<file path="config.mk">
export PLATFORM = sky130hd
export DESIGN_NAME = lcd_cmd_sequencer
export DESIGN_NICKNAME = d
export VERILOG_FILES = /design/src/rtl/lcd_pkg.sv /design/src/rtl/lcd_init_rom.sv /design/src/rtl/lcd_cmd_sequencer.sv
export SDC_FILE = /design/constraint.sdc
export NUM_CORES = 1
export LEC_CHECK = 0
export CORE_ASPECT_RATIO = 0.9
export CORE_MARGIN = 2
export CORE_UTILIZATION = 26
export DETAILED_ROUTE_END_ITERATION = 8
export GPL_ROUTABILITY_DRIVEN = 1
export SETUP_SLACK_MARGIN = 0.4
export SKIP_CTS_REPAIR_TIMING = 1
export SYNTH_ARGS = -nofsm -noshare
export SYNTH_HDL_FRONTEND = slang
export SYNTH_SLANG_ARGS = --single-unit
</file>
<file path="constraint.sdc">
create_clock -name clk -period 6.25 [get_ports clk]
set_input_delay 1.25 -clock clk [delete_from_list [all_inputs] [get_ports clk]]
set_output_delay 1.25 -clock clk [all_outputs]
set_load 0.02 [all_outputs]
</file>
<file path="src/rtl/lcd_pkg.sv">
// lcd_pkg: shared types, ST7735R opcodes and the window byte table
// used by the LCD command sequencer and its init ROM.
package lcd_pkg;

    // Init ROM entry type, upper two bits of each 10-bit entry.
    typedef enum logic [1:0] {
        LCD_ENT_CMD   = 2'b00,
        LCD_ENT_DATA  = 2'b01,
        LCD_ENT_DELAY = 2'b10,
        LCD_ENT_END   = 2'b11
    } lcd_ent_e;

    typedef enum logic [3:0] {
        S_IDLE,
        S_RST_LO,
        S_RST_WAIT,
        S_ROM_FETCH,
        S_ROM_DISP,
        S_DLY,
        S_SEND,
        S_WAIT,
        S_WIN,
        S_PIX
    } lcd_state_e;

    // Where SEND/WAIT returns once the serializer finishes a byte.
    typedef enum logic [1:0] {
        RET_ROM,
        RET_WIN,
        RET_HI,
        RET_LO
    } lcd_ret_e;

    localparam logic [7:0] ST_SWRESET = 8'h01;
    localparam logic [7:0] ST_SLPOUT  = 8'h11;
    localparam logic [7:0] ST_COLMOD  = 8'h3A;
    localparam logic [7:0] ST_DISPON  = 8'h29;
    localparam logic [7:0] ST_CASET   = 8'h2A;
    localparam logic [7:0] ST_RASET   = 8'h2B;
    localparam logic [7:0] ST_RAMWR   = 8'h2C;

    localparam logic [3:0] WIN_BYTES = 4'd11;

    // Window programming byte idx as {dcx, byte}.
    function automatic logic [8:0] win_byte(
        input logic [3:0] idx,
        input logic [7:0] x0,
        input logic [7:0] x1,
        input logic [7:0] y0,
        input logic [7:0] y1
    );
        logic [8:0] r;
        case (idx)
            4'd0:    r = {1'b0, ST_CASET};
            4'd1:    r = {1'b1, 8'h00};
            4'd2:    r = {1'b1, x0};
            4'd3:    r = {1'b1, 8'h00};
            4'd4:    r = {1'b1, x1};
            4'd5:    r = {1'b0, ST_RASET};
            4'd6:    r = {1'b1, 8'h00};
            4'd7:    r = {1'b1, y0};
            4'd8:    r = {1'b1, 8'h00};
            4'd9:    r = {1'b1, y1};
            default: r = {1'b0, ST_RAMWR};
        endcase
        return r;
    endfunction

endpackage

</file>
<file path="src/rtl/lcd_init_rom.sv">
// lcd_init_rom: power-up script for the ST7735R, synchronous read.
// Ports: clk, reset_n, addr in; entry {type[1:0], payload[7:0]} out.
module lcd_init_rom
    import lcd_pkg::*;
#(
    parameter int ROM_AW = 6
) (
    input  logic              clk,
    input  logic              reset_n,
    input  logic [ROM_AW-1:0] addr,
    output logic [9:0]        entry
);

    logic [9:0] rd;

    always_comb begin
        rd = {LCD_ENT_END, 8'h00};
        case (int'(addr))
            0:       rd = {LCD_ENT_CMD, ST_SWRESET};
            1:       rd = {LCD_ENT_DELAY, 8'd2};
            2:       rd = {LCD_ENT_CMD, ST_SLPOUT};
            3:       rd = {LCD_ENT_CMD, ST_COLMOD};
            4:       rd = {LCD_ENT_DATA, 8'h05};
            5:       rd = {LCD_ENT_CMD, ST_DISPON};
            default: rd = {LCD_ENT_END, 8'h00};
        endcase
    end

    always_ff @(posedge clk or negedge reset_n) begin
        if (!reset_n) entry <= '0;
        else          entry <= rd;
    end

endmodule

</file>
<file path="src/rtl/lcd_cmd_sequencer.sv">
// lcd_cmd_sequencer: runs LCD reset + init ROM, programs CASET/RASET/
// RAMWR windows and streams RGB565 pixels into the byte serializer.
// Ports: init_start/abort control; win_* window request (valid/ready);
// pix_* pixel stream (valid/ready); busy/init_ok/err status;
// byte_load/byte_data/dcx/byte_done serializer link; lcd_rst pin.
module lcd_cmd_sequencer
    import lcd_pkg::*;
#(
    parameter int RST_LOW_CYCLES    = 1000,
    parameter int DELAY_UNIT_CYCLES = 96000,
    parameter int ROM_AW            = 6
) (
    input  logic        clk,
    input  logic        reset_n,
    input  logic        init_start,
    input  logic        abort,
    input  logic        win_valid,
    output logic        win_ready,
    input  logic [7:0]  win_x0,
    input  logic [7:0]  win_x1,
    input  logic [7:0]  win_y0,
    input  logic [7:0]  win_y1,
    input  logic        pix_valid,
    output logic        pix_ready,
    input  logic [15:0] pix_data,
    output logic        busy,
    output logic        init_ok,
    output logic        err,
    output logic        byte_load,
    output logic [7:0]  byte_data,
    output logic        dcx,
    output logic        lcd_rst,
    input  logic        byte_done
);

    localparam logic [31:0] RST_LAST = 32'(RST_LOW_CYCLES - 1);
    localparam logic [31:0] DLY_LAST = 32'(DELAY_UNIT_CYCLES - 1);

    lcd_state_e        state_q, state_d;
    lcd_ret_e          ret_q, ret_d;
    logic [31:0]       cnt_q, cnt_d;
    logic [7:0]        units_q, units_d;
    logic [ROM_AW-1:0] addr_q, addr_d;
    logic [3:0]        idx_q, idx_d;
    logic [7:0]        x0_q, x0_d, x1_q, x1_d;
    logic [7:0]        y0_q, y0_d, y1_q, y1_d;
    logic [16:0]       pcnt_q, pcnt_d;
    logic [15:0]       pix_q, pix_d;
    logic              init_ok_q, init_ok_d;
    logic              err_q, err_d;
    logic              rst_q, rst_d;
    logic [7:0]        byte_q, byte_d;
    logic              dcx_q, dcx_d;
    logic              abort_q, abort_d;

    logic [9:0]        rom_entry;
    logic [8:0]        wb;
    logic [8:0]        w, h;
    logic              ab;
    logic              rom_adv;

    lcd_init_rom #(
        .ROM_AW (ROM_AW)
    ) u_rom (
        .clk     (clk),
        .reset_n (reset_n),
        .addr    (addr_q),
        .entry   (rom_entry)
    );

    assign wb = win_byte(idx_q, x0_q, x1_q, y0_q, y1_q);
    assign w  = {1'b0, x1_q} - {1'b0, x0_q} + 9'd1;
    assign h  = {1'b0, y1_q} - {1'b0, y0_q} + 9'd1;
    assign ab = abort_q | abort;

    always_comb begin
        state_d   = state_q;
        ret_d     = ret_q;
        cnt_d     = cnt_q;
        units_d   = units_q;
        addr_d    = addr_q;
        idx_d     = idx_q;
        x0_d      = x0_q;
        x1_d      = x1_q;
        y0_d      = y0_q;
        y1_d      = y1_q;
        pcnt_d    = pcnt_q;
        pix_d     = pix_q;
        init_ok_d = init_ok_q;
        err_d     = err_q;
        rst_d     = rst_q;
        byte_d    = byte_q;
        dcx_d     = dcx_q;
        abort_d   = abort_q | (abort & (state_q != S_IDLE));
        rom_adv   = 1'b0;
        win_ready = (state_q == S_IDLE) & init_ok_q & ~init_start;
        pix_ready = 1'b0;
        byte_load = 1'b0;

        unique case (state_q)
            S_IDLE: begin
                if (init_start) begin
                    state_d   = S_RST_LO;
                    rst_d     = 1'b0;
                    cnt_d     = '0;
                    init_ok_d = 1'b0;
                end else if (win_valid && win_ready) begin
                    if (win_x1 < win_x0 || win_y1 < win_y0) begin
                        err_d = 1'b1;
                    end else begin
                        err_d   = 1'b0;
                        x0_d    = win_x0;
                        x1_d    = win_x1;
                        y0_d    = win_y0;
                        y1_d    = win_y1;
                        idx_d   = '0;
                        state_d = S_WIN;
                    end
                end
            end
            S_RST_LO: begin
                if (ab) begin
                    rst_d   = 1'b1;
                    state_d = S_IDLE;
                end else if (cnt_q == RST_LAST) begin
                    rst_d   = 1'b1;
                    cnt_d   = '0;
                    state_d = S_RST_WAIT;
                end else begin
                    cnt_d = cnt_q + 32'd1;
                end
            end
            S_RST_WAIT: begin
                if (ab) begin
                    state_d = S_IDLE;
                end else if (cnt_q == DLY_LAST) begin
                    cnt_d   = '0;
                    addr_d  = '0;
                    state_d = S_ROM_FETCH;
                end else begin
                    cnt_d = cnt_q + 32'd1;
                end
            end
            S_ROM_FETCH: begin
                state_d = ab ? S_IDLE : S_ROM_DISP;
            end
            S_ROM_DISP: begin
                if (ab) begin
                    state_d = S_IDLE;
                end else begin
                    case (lcd_ent_e'(rom_entry[9:8]))
                        LCD_ENT_CMD, LCD_ENT_DATA: begin
                            byte_d  = rom_entry[7:0];
                            dcx_d   = rom_entry[8];
                            ret_d   = RET_ROM;
                            state_d = S_SEND;
                        end
                        LCD_ENT_DELAY: begin
                            if (rom_entry[7:0] == 8'd0) begin
                                rom_adv = 1'b1;
                            end else begin
                                units_d = rom_entry[7:0];
                                cnt_d   = '0;
                                state_d = S_DLY;
                            end
                        end
                        default: begin
                            init_ok_d = 1'b1;
                            state_d   = S_IDLE;
                        end
                    endcase
                end
            end
            S_DLY: begin
                if (ab) begin
                    state_d = S_IDLE;
                end else if (cnt_q == DLY_LAST) begin
                    cnt_d = '0;
                    if (units_q == 8'd1) rom_adv = 1'b1;
                    else                 units_d = units_q - 8'd1;
                end else begin
                    cnt_d = cnt_q + 32'd1;
                end
            end
            S_SEND: begin
                byte_load = 1'b1;
                state_d   = S_WAIT;
            end
            S_WAIT: begin
                // Entered only after the load cycle, so a done
                // coinciding with the load is never seen here.
                if (byte_done) begin
                    if (ab) begin
                        state_d = S_IDLE;
                    end else begin
                        unique case (ret_q)
                            RET_ROM: rom_adv = 1'b1;
                            RET_WIN: begin
                                idx_d   = idx_q + 4'd1;
                                state_d = S_WIN;
                            end
                            RET_HI: begin
                                byte_d  = pix_q[7:0];
                                dcx_d   = 1'b1;
                                ret_d   = RET_LO;
                                state_d = S_SEND;
                            end
                            RET_LO: begin
                                pcnt_d  = pcnt_q - 17'd1;
                                state_d = S_PIX;
                            end
                        endcase
                    end
                end
            end
            S_WIN: begin
                if (ab) begin
                    state_d = S_IDLE;
                end else if (idx_q == WIN_BYTES) begin
                    pcnt_d  = 17'(w) * 17'(h);
                    state_d = S_PIX;
                end else begin
                    dcx_d   = wb[8];
                    byte_d  = wb[7:0];
                    ret_d   = RET_WIN;
                    state_d = S_SEND;
                end
            end
            S_PIX: begin
                if (pcnt_q == 17'd0 || ab) begin
                    state_d = S_IDLE;
                end else begin
                    pix_ready = 1'b1;
                    if (pix_valid) begin
                        pix_d   = pix_data;
                        byte_d  = pix_data[15:8];
                        dcx_d   = 1'b1;
                        ret_d   = RET_HI;
                        state_d = S_SEND;
                    end
                end
            end
            default: state_d = S_IDLE;
        endcase

        // Step to the next ROM entry; running off the top ends init.
        if (rom_adv) begin
            if (&addr_q) begin
                init_ok_d = 1'b1;
                state_d   = S_IDLE;
            end else begin
                addr_d  = addr_q + 1'b1;
                state_d = S_ROM_FETCH;
            end
        end

        if (state_d == S_IDLE) abort_d = 1'b0;
    end

    always_ff @(posedge clk or negedge reset_n) begin
        if (!reset_n) begin
            state_q   <= S_IDLE;
            ret_q     <= RET_ROM;
            cnt_q     <= '0;
            units_q   <= '0;
            addr_q    <= '0;
            idx_q     <= '0;
            x0_q      <= '0;
            x1_q      <= '0;
            y0_q      <= '0;
            y1_q      <= '0;
            pcnt_q    <= '0;
            pix_q     <= '0;
            init_ok_q <= 1'b0;
            err_q     <= 1'b0;
            rst_q     <= 1'b1;
            byte_q    <= '0;
            dcx_q     <= 1'b0;
            abort_q   <= 1'b0;
        end else begin
            state_q   <= state_d;
            ret_q     <= ret_d;
            cnt_q     <= cnt_d;
            units_q   <= units_d;
            addr_q    <= addr_d;
            idx_q     <= idx_d;
            x0_q      <= x0_d;
            x1_q      <= x1_d;
            y0_q      <= y0_d;
            y1_q      <= y1_d;
            pcnt_q    <= pcnt_d;
            pix_q     <= pix_d;
            init_ok_q <= init_ok_d;
            err_q     <= err_d;
            rst_q     <= rst_d;
            byte_q    <= byte_d;
            dcx_q     <= dcx_d;
            abort_q   <= abort_d;
        end
    end

    assign busy      = (state_q != S_IDLE);
    assign init_ok   = init_ok_q;
    assign err       = err_q;
    assign byte_data = byte_q;
    assign dcx       = dcx_q;
    assign lcd_rst   = rst_q;

endmodule

</file>
Figure 1. Layout detail (run 1).
Window x 85 to 135, y 114 to 164 µm. Cells in gray, sequential cells in the stronger gray; small squares are vias.
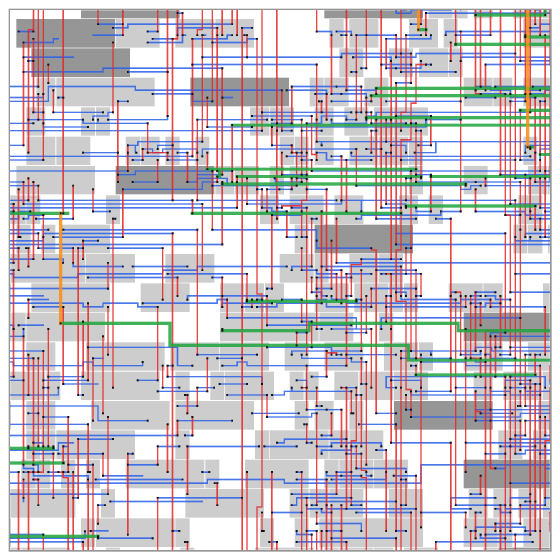
[green] M3
[blue] M1
[red] M2
[orange] M4
netlist names of flops here include: pcnt_q (4), byte_data (2), ret_q (2)
cells with their middle in the window: 166
most frequent: inv_1 (19), nand2_1 (18), nor2_1 (17)
sequential cells in the window: 8

Figure 2. Wire density map (run 1).
Drawn at 1.5 px/µm. The die is cut into 22 by 20 equal tiles; dark purple is low, yellow is high, scaled to the fullest tile. Values are wire area over tile area, all layers added.
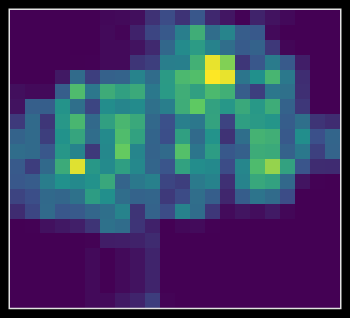
nearly empty tiles: 36%
tiles over half the peak: 14%
fullest tile: 0.52
emptiest ninth of the die: lower right
mean over tiles: 0.11

Figure 3. Floorplan with the power grid (run 1).
Drawn at 2 px/µm. Pins as bars on the die edge.
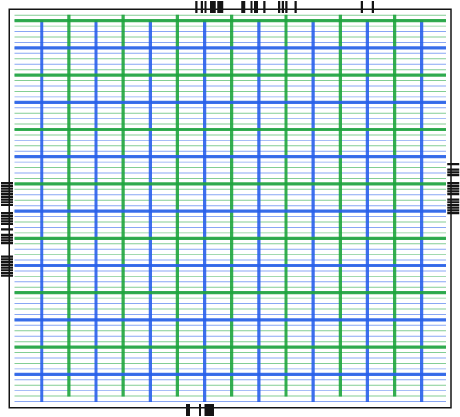
[blue] VSS
[green] VDD
met1 rails: 72
met4 straps: 15
signal pins: 71
met5 straps: 14
rows: 71

==> reports/metrics.yaml, run 1 <==
synthesis:
  synthXorXnorAreaFrac_pct: 4.57
  numSynthFlops: 133
  postSynthSeqShare_pct: 30.5
  top_area_share_pct: 30.2
  top_cell: "inv_1"
  yosys_warnings: 0
  ys_sh_mux_pct: 2.57
  synth_cells: 1276
  ys_sh_simple_pct: 20.7
  floorplan.nets: 1474
  edf_count: 0
  top_cells_by_area: "dfrtp_1 30%, ha_1 11%, fa_1 9.3%"
  ys_cells: 1276
  synth_cell_types: 74
  yosys.area_share.adder_pct: 19.9
  synth_chip_area_um2: 10900
  synth_area_per_cell_um2: 8.56
  logic_family: "simple AND/OR/NAND/NOR gates"
  netlist_area_um2: 10900
  top_area_cell: "dfrtp_1"
  aoi_share_pct: 15.1
  synthTopCellsByCount: "148 x inv_1, 132 x dfrtp_1, 130 x nand2_1"
  synth_top_flop_cell: "dfrtp_1"
  async_reset_ff_share_pct: 100
pwr:
  comb_power_mw: 0.454
  p_int_mw: 1.68
  p_sw_mw: 0.727
  power-top-group: "clock"
  powerDensity_nw_per_um2: 181
  seqPwrFrac_pct: 38.1
  pwr-share-comb_pct: 18.9
  leakagePower_nw: 6.03
  max-vdd-ir-drop_v: 0.000151
  powerClk_mw: 1.03
  p_clk_share_pct: 43.0
  power_switching_share_pct: 30.3
  p_total_mw: 2.40
  p_seq_mw: 0.915
outcome:
  status: "completed"
global_routing:
  grtUsageTotal_pct: 14.6
  overflow: 0
  grtUsageMet2_pct: 22.8
  grt_start_max_net_pins: 89
  grt_busiest_layer: "met2"
  grt_pass1_vias: 9160
  met3_usage_pct: 2.37
  met1_usage_pct: 20.9
  grt_pass1_wl_um: 50000
  antenna_found_initial: 0
clock_tree:
  root_buffer: "clkbuf_16"
  clk_path_buf_depth: 2
  clkTransAtPathRegs_ns: 0.06
  clk_latency_ns: 0.45
  cts_num_sinks: 133
  cts_inserted_buffers: 17
  h-tree-depth: 4
  cts_tree: "done"
setup_path:
  critPathMaxFanout: 4
  rr_startpoint: "y0_q[1]"
  startpoint: "y0_q[1]"
  crit_cells: 26
  worstReg2RegEnd: "pcnt_q[15]"
  cp-endpoint: "pcnt_q[15]"
  path_buffers: 5
  path_class: "reg2reg"
  crit_path_end_kind: "flop"
  crit_path_start_kind: "flop"
  slowest_stage: "fa_1"
  critPathArrivalTime_ns: 6.31
  rrSetupSlack_ns: 0.26
  path_delay_family: "adder cells"
  ff2ff_path_depth: 26
  cpMostUsedCell: "fa_1"
  worstPathRequired_ns: 6.57
  crit_path_max_incr_delay_ns: 0.51
min_path:
  hp-start: "lcd_rst"
  min_to: "lcd_rst"
  min_path_cells: 2
  worstHoldPathType: "reg2reg"
sta:
  rsz0062_at_grt: "true"
  worst_hold_slack_ns: 0.462
  fmax_ghz: 0.167
  slew_headroom_pct: 35.8
  drv_slew: 0
  hold_viol_final: 0
  final.setup_skew_ns: 0.0146
  min_period_ns: 5.99
  finalSetupViolCount: 0
  period_used_pct: 95.9
  fin_tns_setup_ns: 0
  setup_ws_ns: 0.258
  tightest_slew_ns: 0.956
drt:
  wl_met1_um: 15300
  vias: 9308
  ant_nets: 0
  post_drt_wl_per_cell_um: 16.3
  drc: 0
  highest_layer: "met4"
  wl_um: 31200
  wl_met2_um: 14100
  wl_met3_um: 1430
  vias_per_cell: 4.86
  first_pass_iters: 6
  first_iter_violations: 821
placement:
  dpl_cell_area_um2: 12300
  io_buffers: 70
  finalWeightedCongestion: 0.878
  placed_cells: 1864
  post-place-ws_ns: 0.0648
  dp_hpwl_um: 24200
cells_and_area:
  stdcell_count: 1915
  syn_to_final_growth_pct: 21.8
  stdcell_area_um2: 13300
  lay_top_cells: "141 x inv_1, 132 x dfrtp_1, 128 x nand2_1"
  final_core_util_pct: 31.9
  fin_nets: 1554
  diodes: 0
  drive_gt1_share_pct: 12.1
  lay_top_count: "inv_1"
die:
  io_pins: 71
  die-area_um2: 43700
  core_area_um2: 41700
  rows: 71
  die_w_um: 220
  die_h_um: 198
  fp_util_pct: 26.2
flow_run:
  cap_violations: 0
  warning_count: 34
[run 1: flip-flops by register name, indices dropped and copies added (netlist names)]
signal and count:
cnt_q 32, pcnt_q 17, byte_data 8, pix_q 8
units_q 8, x0_q 8, x1_q 8, y0_q 8
y1_q 8, u_rom.entry 7, addr_q 6, idx_q 4
state_q 4, ret_q 2, abort_q 1, dcx 1
err 1, init_ok 1, lcd_rst 1
[run 1: final cells by class]
type	count	area [µm²]
fill	4319	28400
multi-input combinational	952	7190
sequential	133	3330
timing repair buffer	104	957
tap	547	684
inverter	148	556
clock buffer	18	439
clock inverter	13	148
## Run 2: what changed since run 1
--- a/config.mk
+++ b/config.mk
@@ -6,12 +6,14 @@
 export NUM_CORES = 1
 export LEC_CHECK = 0
 export CORE_ASPECT_RATIO = 0.9
-export CORE_MARGIN = 2
+export CORE_MARGIN = 8
 export CORE_UTILIZATION = 26
 export DETAILED_ROUTE_END_ITERATION = 8
 export GPL_ROUTABILITY_DRIVEN = 1
+export GPL_TIMING_DRIVEN = 0
 export SETUP_SLACK_MARGIN = 0.4
 export SKIP_CTS_REPAIR_TIMING = 1
+export SLEW_MARGIN = 20
 export SYNTH_ARGS = -nofsm -noshare
 export SYNTH_HDL_FRONTEND = slang
 export SYNTH_SLANG_ARGS = --single-unit
Figure 4. Layout detail (run 2).
Window x 91 to 141, y 122 to 172 µm. Cells in gray, sequential cells in the stronger gray; small squares are vias.
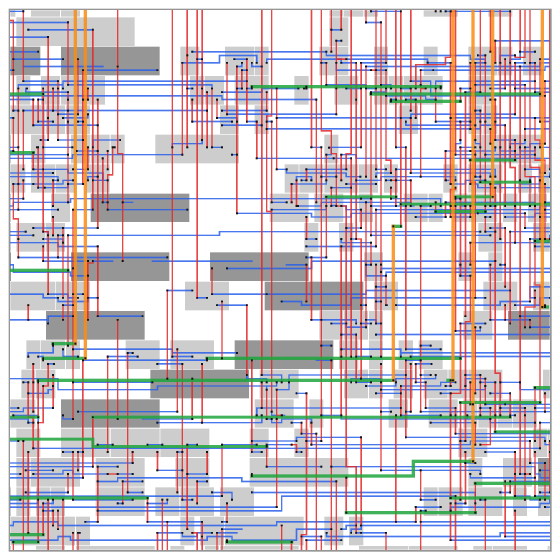
[red] M2
[green] M3
[blue] M1
[orange] M4
cells with their middle in the window: 151
most frequent: nand2_1 (23), o21ai_0 (13), nor2_1 (10)
netlist names of flops here include: cnt_q (4), pix_q (2), state_q (2)
sequential cells in the window: 9

Figure 5. Placement view (run 2).
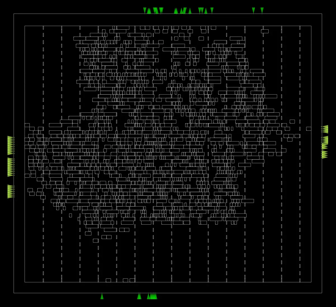
Seq area share: 24.8%
num rows: 71

==> reports/metrics.yaml, run 2 <==
drt:
  wl_met3_um: 1510  # +5.4%
  drc: 0  # unchanged
  vias_per_cell: 4.88  # +0.45%
synthesis:
  synth_cell_types: 74  # unchanged
  postSynthSeqShare_pct: 30.5  # unchanged
  synthTopCellsByCount: "148 x inv_1, 132 x dfrtp_1, 130 x nand2_1"
  floorplan.nets: 1474  # unchanged
  top_area_cell: "dfrtp_1"
  synth_cells: 1276  # unchanged
  ys_cells: 1276  # unchanged
  yosys_warnings: 0  # unchanged
  synth_top_flop_cell: "dfrtp_1"
  edf_count: 0  # unchanged
  synth_area_per_cell_um2: 8.56  # unchanged
  top_cells_by_area: "dfrtp_1 30%, ha_1 11%, fa_1 9.3%"
flow_run:
  cap_violations: 0  # unchanged
  warning_count: 34  # unchanged
pwr:
  p_int_mw: 1.68  # about the same
  p_total_mw: 2.40  # -0.29%
  max-vdd-ir-drop_v: 0.000125  # -17%
  power_switching_share_pct: 30.1  # -0.21 points
  p_sw_mw: 0.720  # -0.97%
  seqPwrFrac_pct: 38.0  # about the same
  p_seq_mw: 0.910  # -0.5%
  comb_power_mw: 0.467  # +3%
sta:
  fin_tns_setup_ns: 0  # unchanged
  tightest_slew_ns: 0.781  # -0.175 ns
  fmax_ghz: 0.165  # -1.1%
  min_period_ns: 6.06  # +0.0694 ns
  period_used_pct: 97.0  # +1.1 points
  slew_headroom_pct: 47.6  # +12 points
  hold_viol_final: 0  # unchanged
  worst_hold_slack_ns: 0.463  # +0.000348 ns
  rsz0062_at_grt: "true"
outcome:
  status: "completed"
placement:
  post-place-ws_ns: -0.0737  # -0.139 ns
  dp_hpwl_um: 25300  # +4.4%
  placed_cells: 1894  # +1.6%
clock_tree:
  h-tree-depth: 4  # unchanged
  clk_path_buf_depth: 2  # unchanged
cells_and_area:
  largestClassByArea: "multi-input combinational cells"
  drive_gt1_share_pct: 11.9  # -0.16 points
  diodes: 0  # unchanged
  reg_top3: "cnt_q (32), pcnt_q (17)"
  fin_nets: 1588  # +2.2%
  largest_register_ffs: 32  # unchanged
  nNonClkInverters: 148  # unchanged
  fillers: 4287  # -0.74%
  ff_count: 133  # unchanged
  top_register: "cnt_q"
  lay_top_count: "inv_1"
global_routing:
  grt_pass1_wl_um: 50300  # +0.69%
  antenna_found_initial: 0  # unchanged
min_path:
  worstHoldPathType: "reg2reg"
  min_path_cells: 2  # unchanged
setup_path:
  critPathMaxFanout: 4  # unchanged
  worstPathRequired_ns: 6.55  # -0.02 ns
  crit_path_end_kind: "flop"
  slowest_stage: "fa_1"
  path_delay_family: "adder cells"
die:
  fp_util_pct: 26.2  # unchanged
  die_h_um: 210  # +6.0%
  die-area_um2: 48800  # +12%
  tap-cell-count: 547  # unchanged
[run 2: cell counts after synthesis]
Identical to the previous run, type by type.
[run 2: kinds of logic after synthesis]
logic type	share of synthesized area (%)
AND/OR/NAND/NOR	20.7
AND-OR/OR-AND	15.1
buffers and inverters	6.69
adder cells (fa/ha/maj)	19.9
flip-flops	30.5
XOR/XNOR	4.57
multiplexers	2.57
[run 2: how the worst max path moves through the flow]
stage                       endpoint  depth (start not counted)
after global routing      pcnt_q[15]                         25
after floorplan           pcnt_q[15]                         25
after detailed placement  pcnt_q[16]                         26
after global placement       x0_q[0]                          1
after CTS                 pcnt_q[14]                         29
final                     pcnt_q[15]                         25
[run 2: routing by layer]
metal	global-route usage, %	vias to the layer above
li1	-	4603
met1	18.3	4595
met5	0	-
met2	19.2	277
met4	4.01	0
met3	2.45	46
Figure 6. Wire density map (run 2).
Drawn at 1.5 px/µm. The die is cut into 23 by 21 equal tiles; dark purple is low, yellow is high, scaled to the fullest tile. Values are wire area over tile area, all layers added.
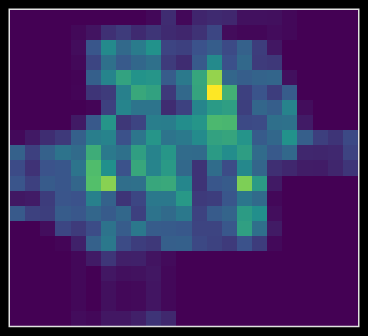

## Run 3: what changed since run 2
--- a/config.mk
+++ b/config.mk
@@ -16,4 +16,6 @@
 export SLEW_MARGIN = 20
 export SYNTH_ARGS = -nofsm -noshare
 export SYNTH_HDL_FRONTEND = slang
+export SYNTH_HIERARCHICAL = 1
 export SYNTH_SLANG_ARGS = --single-unit
+export TNS_END_PERCENT = 30
Figure 7. Wire density map (run 3).
Drawn at 1.5 px/µm. The die is cut into 23 by 21 equal tiles; dark purple is low, yellow is high, scaled to the fullest tile. Values are wire area over tile area, all layers added.
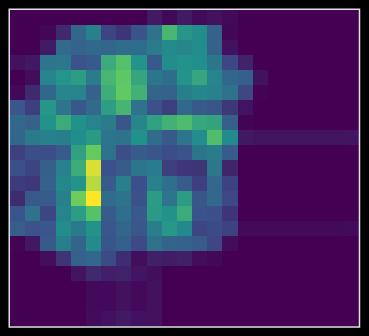
nearly empty tiles: 43%
densest ninth of the die: middle left
mean over tiles: 0.097
emptiest ninth of the die: lower right
fullest tile: 0.54
tiles over half the peak: 9.5%

Figure 8. Floorplan with the power grid (run 3).
Drawn at 2 px/µm. Pins as bars on the die edge.
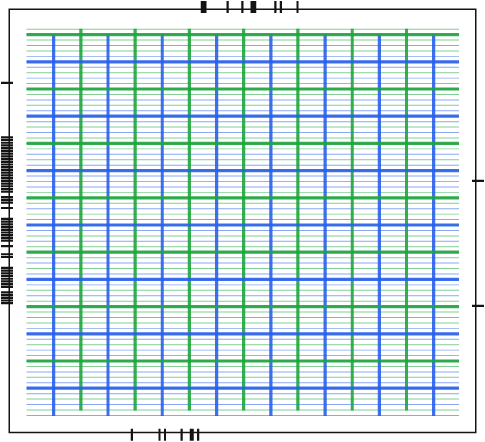
worst-case vdd ir drop: 0.000254 V
Die Span Y: 211 µm

==> reports/metrics.yaml, run 3 <==
outcome:
  status: "complete, but fails checks"
  violations: "negative setup slack"
synthesis:
  postSynthSeqShare_pct: 30.3  # -0.13 points
  ys_sh_mux_pct: 2.55  # -0.011 points
  numSynthFlops: 133
  synthXorXnorAreaFrac_pct: 4.23  # -0.34 points
  ys_sh_simple_pct: 21.1  # +0.34 points
  synth_area_per_cell_um2: 8.60  # +0.49%
  netlist_area_um2: 11000
  yosys.area_share.adder_pct: 19.5  # -0.42 points
  aoi_share_pct: 15.8  # +0.67 points
  synth_cell_types: 83  # +12%
  synth_cells: 1275  # -0.078%
  synth_top_flop_cell: "dfrtp_1"
  synthTopCellsByCount: "135 x nor2_1, 132 x dfrtp_1, 132 x inv_1"
  ys_cells: 1275  # -0.078%
  top_area_cell: "dfrtp_1"
  edf_count: 0  # unchanged
  logic_family: "simple AND/OR/NAND/NOR gates"
  yosys_warnings: 6  # +6
  top_cells_by_area: "dfrtp_1 30%, ha_1 10%, fa_1 9.3%"
flow_run:
  cap_violations: 0  # unchanged
  warning_count: 31  # -8.8%
placement:
  finalWeightedCongestion: 0.881
  post-place-ws_ns: -0.241  # -0.167 ns
  dp_hpwl_um: 23800  # -5.9%
  placed_cells: 1894  # unchanged
setup_path:
  cp_cell_sequence: "ha_1 > inv_1 > ha_2 > fa_2 > a21o_1 > a21oi_4 > o21ai_1 > a21oi_2 > xor2_2 > nor2_1 > fa_1 > fa_1 > fa_1 > inv_1 > fa_1 > inv_1 > ha_4 > a21oi_1 > nand2_1 > a41o_1 > o41a_1 > xnor2_2 > o211ai_1"
  cp-endpoint: "pcnt_q[16]"
  critPathMaxFanout: 5  # +1
  path_delay_family: "adder cells"
  crit_path_max_incr_delay_ns: 0.55
  crit_path_start_kind: "flop"
  worstPathRequired_ns: 6.55  # about the same
  crit_cells: 23  # -8.0%
  slowest_stage: "fa_1"
  crit_path_end_kind: "flop"
  rrSetupSlack_ns: -0.12
drt:
  first_iter_violations: 623
  ant_nets: 0
  wl_met3_um: 1470  # -2.5%
  vias: 9587
  vias_per_cell: 4.93  # +1.1%
  highest_layer: "met4"
  drc: 0  # unchanged
  post_drt_wl_per_cell_um: 15.7
sta:
  min_period_ns: 6.37  # +0.312 ns
  drv_slew: 0
  fmax_ghz: 0.157  # -4.9%
  hold_viol_final: 0  # unchanged
  period_used_pct: 102  # +5.0 points
  finalSetupViolCount: 2
  slew_headroom_pct: 36.2  # -11 points
  fin_tns_setup_ns: -0.137  # -0.137 ns
  tightest_slew_ns: 0.948  # +0.167 ns
  rsz0062_at_grt: "true"
  setup_ws_ns: -0.124
  worst_hold_slack_ns: 0.502  # +0.0394 ns
cells_and_area:
  diodes: 0  # unchanged
  top_register: "cnt_q"
  stdcell_count: 1943
  nNonClkInverters: 132  # -11%
  sh_seq_area_pct: 24.9  # +0.17 points
  ff_latch_area_um2: 3330
  largestClassByArea: "multi-input combinational cells"
  reg_top3: "cnt_q (32), pcnt_q (17)"
  largest_register_ffs: 32  # unchanged
  lay_top_cells: "135 x nor2_1, 132 x dfrtp_1, 127 x inv_1"
  lay_top_count: "nor2_1"
  fillers: 4356  # +1.6%
  drive_gt1_share_pct: 10.2  # -1.7 points
  ff_count: 133  # unchanged
  fin_nets: 1578  # -0.63%
die:
  tap-cell-count: 547  # unchanged
  fp_util_pct: 26.3  # +0.052 points
  die-area_um2: 49000  # +0.38%
  core_area_um2: 41800
  rows: 71  # unchanged
clock_tree:
  h-tree-depth: 4  # unchanged
  clk_path_buf_depth: 2  # unchanged
  clk_latency_ns: 0.43
  root_buffer: "clkbuf_16"
global_routing:
  grt_pass1_wl_um: 50300  # -0.14%
  met3_usage_pct: 2.13  # -0.31 points
  antenna_found_initial: 0  # unchanged
  grtUsageTotal_pct: 12.4
  met1_usage_pct: 17.8  # -0.46 points
  grt_busiest_layer: "met2"
  grtUsageMet2_pct: 19.2  # -0.056 points
pwr:
  p_int_mw: 1.88  # +12%
  seqPwrFrac_pct: 34.8  # -3.2 points
  p_sw_mw: 0.929  # +29%
  power_switching_share_pct: 33.0  # +3.0 points
  p_total_mw: 2.81  # +17%
min_path:
  worstHoldPathType: "reg2reg"
  min_to: "err"
  min_path_cells: 2  # unchanged
-- run 3: cell count changes after synthesis, moves of 9 or more --
cell	previous run	this run
a21oi_1	77	54
nor2_1	114	135
a31oi_1	2	22
inv_1	148	132
clkbuf_1	32	45
nand2_1	130	119
buf_2	11	1
or3_1	22	12
nand3_1	49	40
-- run 3: power groups by stage --
stage / logic (mW) / registers (mW) / clock network, mW
after floorplan: 0.448 / 1.01 / 0
after global placement: 0.731 / 0.992 / 0
after detailed placement: 0.747 / 0.991 / 0
after CTS: 0.752 / 0.977 / 1.10
after global routing: 0.858 / 0.986 / 1.14
final: 0.755 / 0.980 / 1.08
Power and IR drop assume default switching activity.
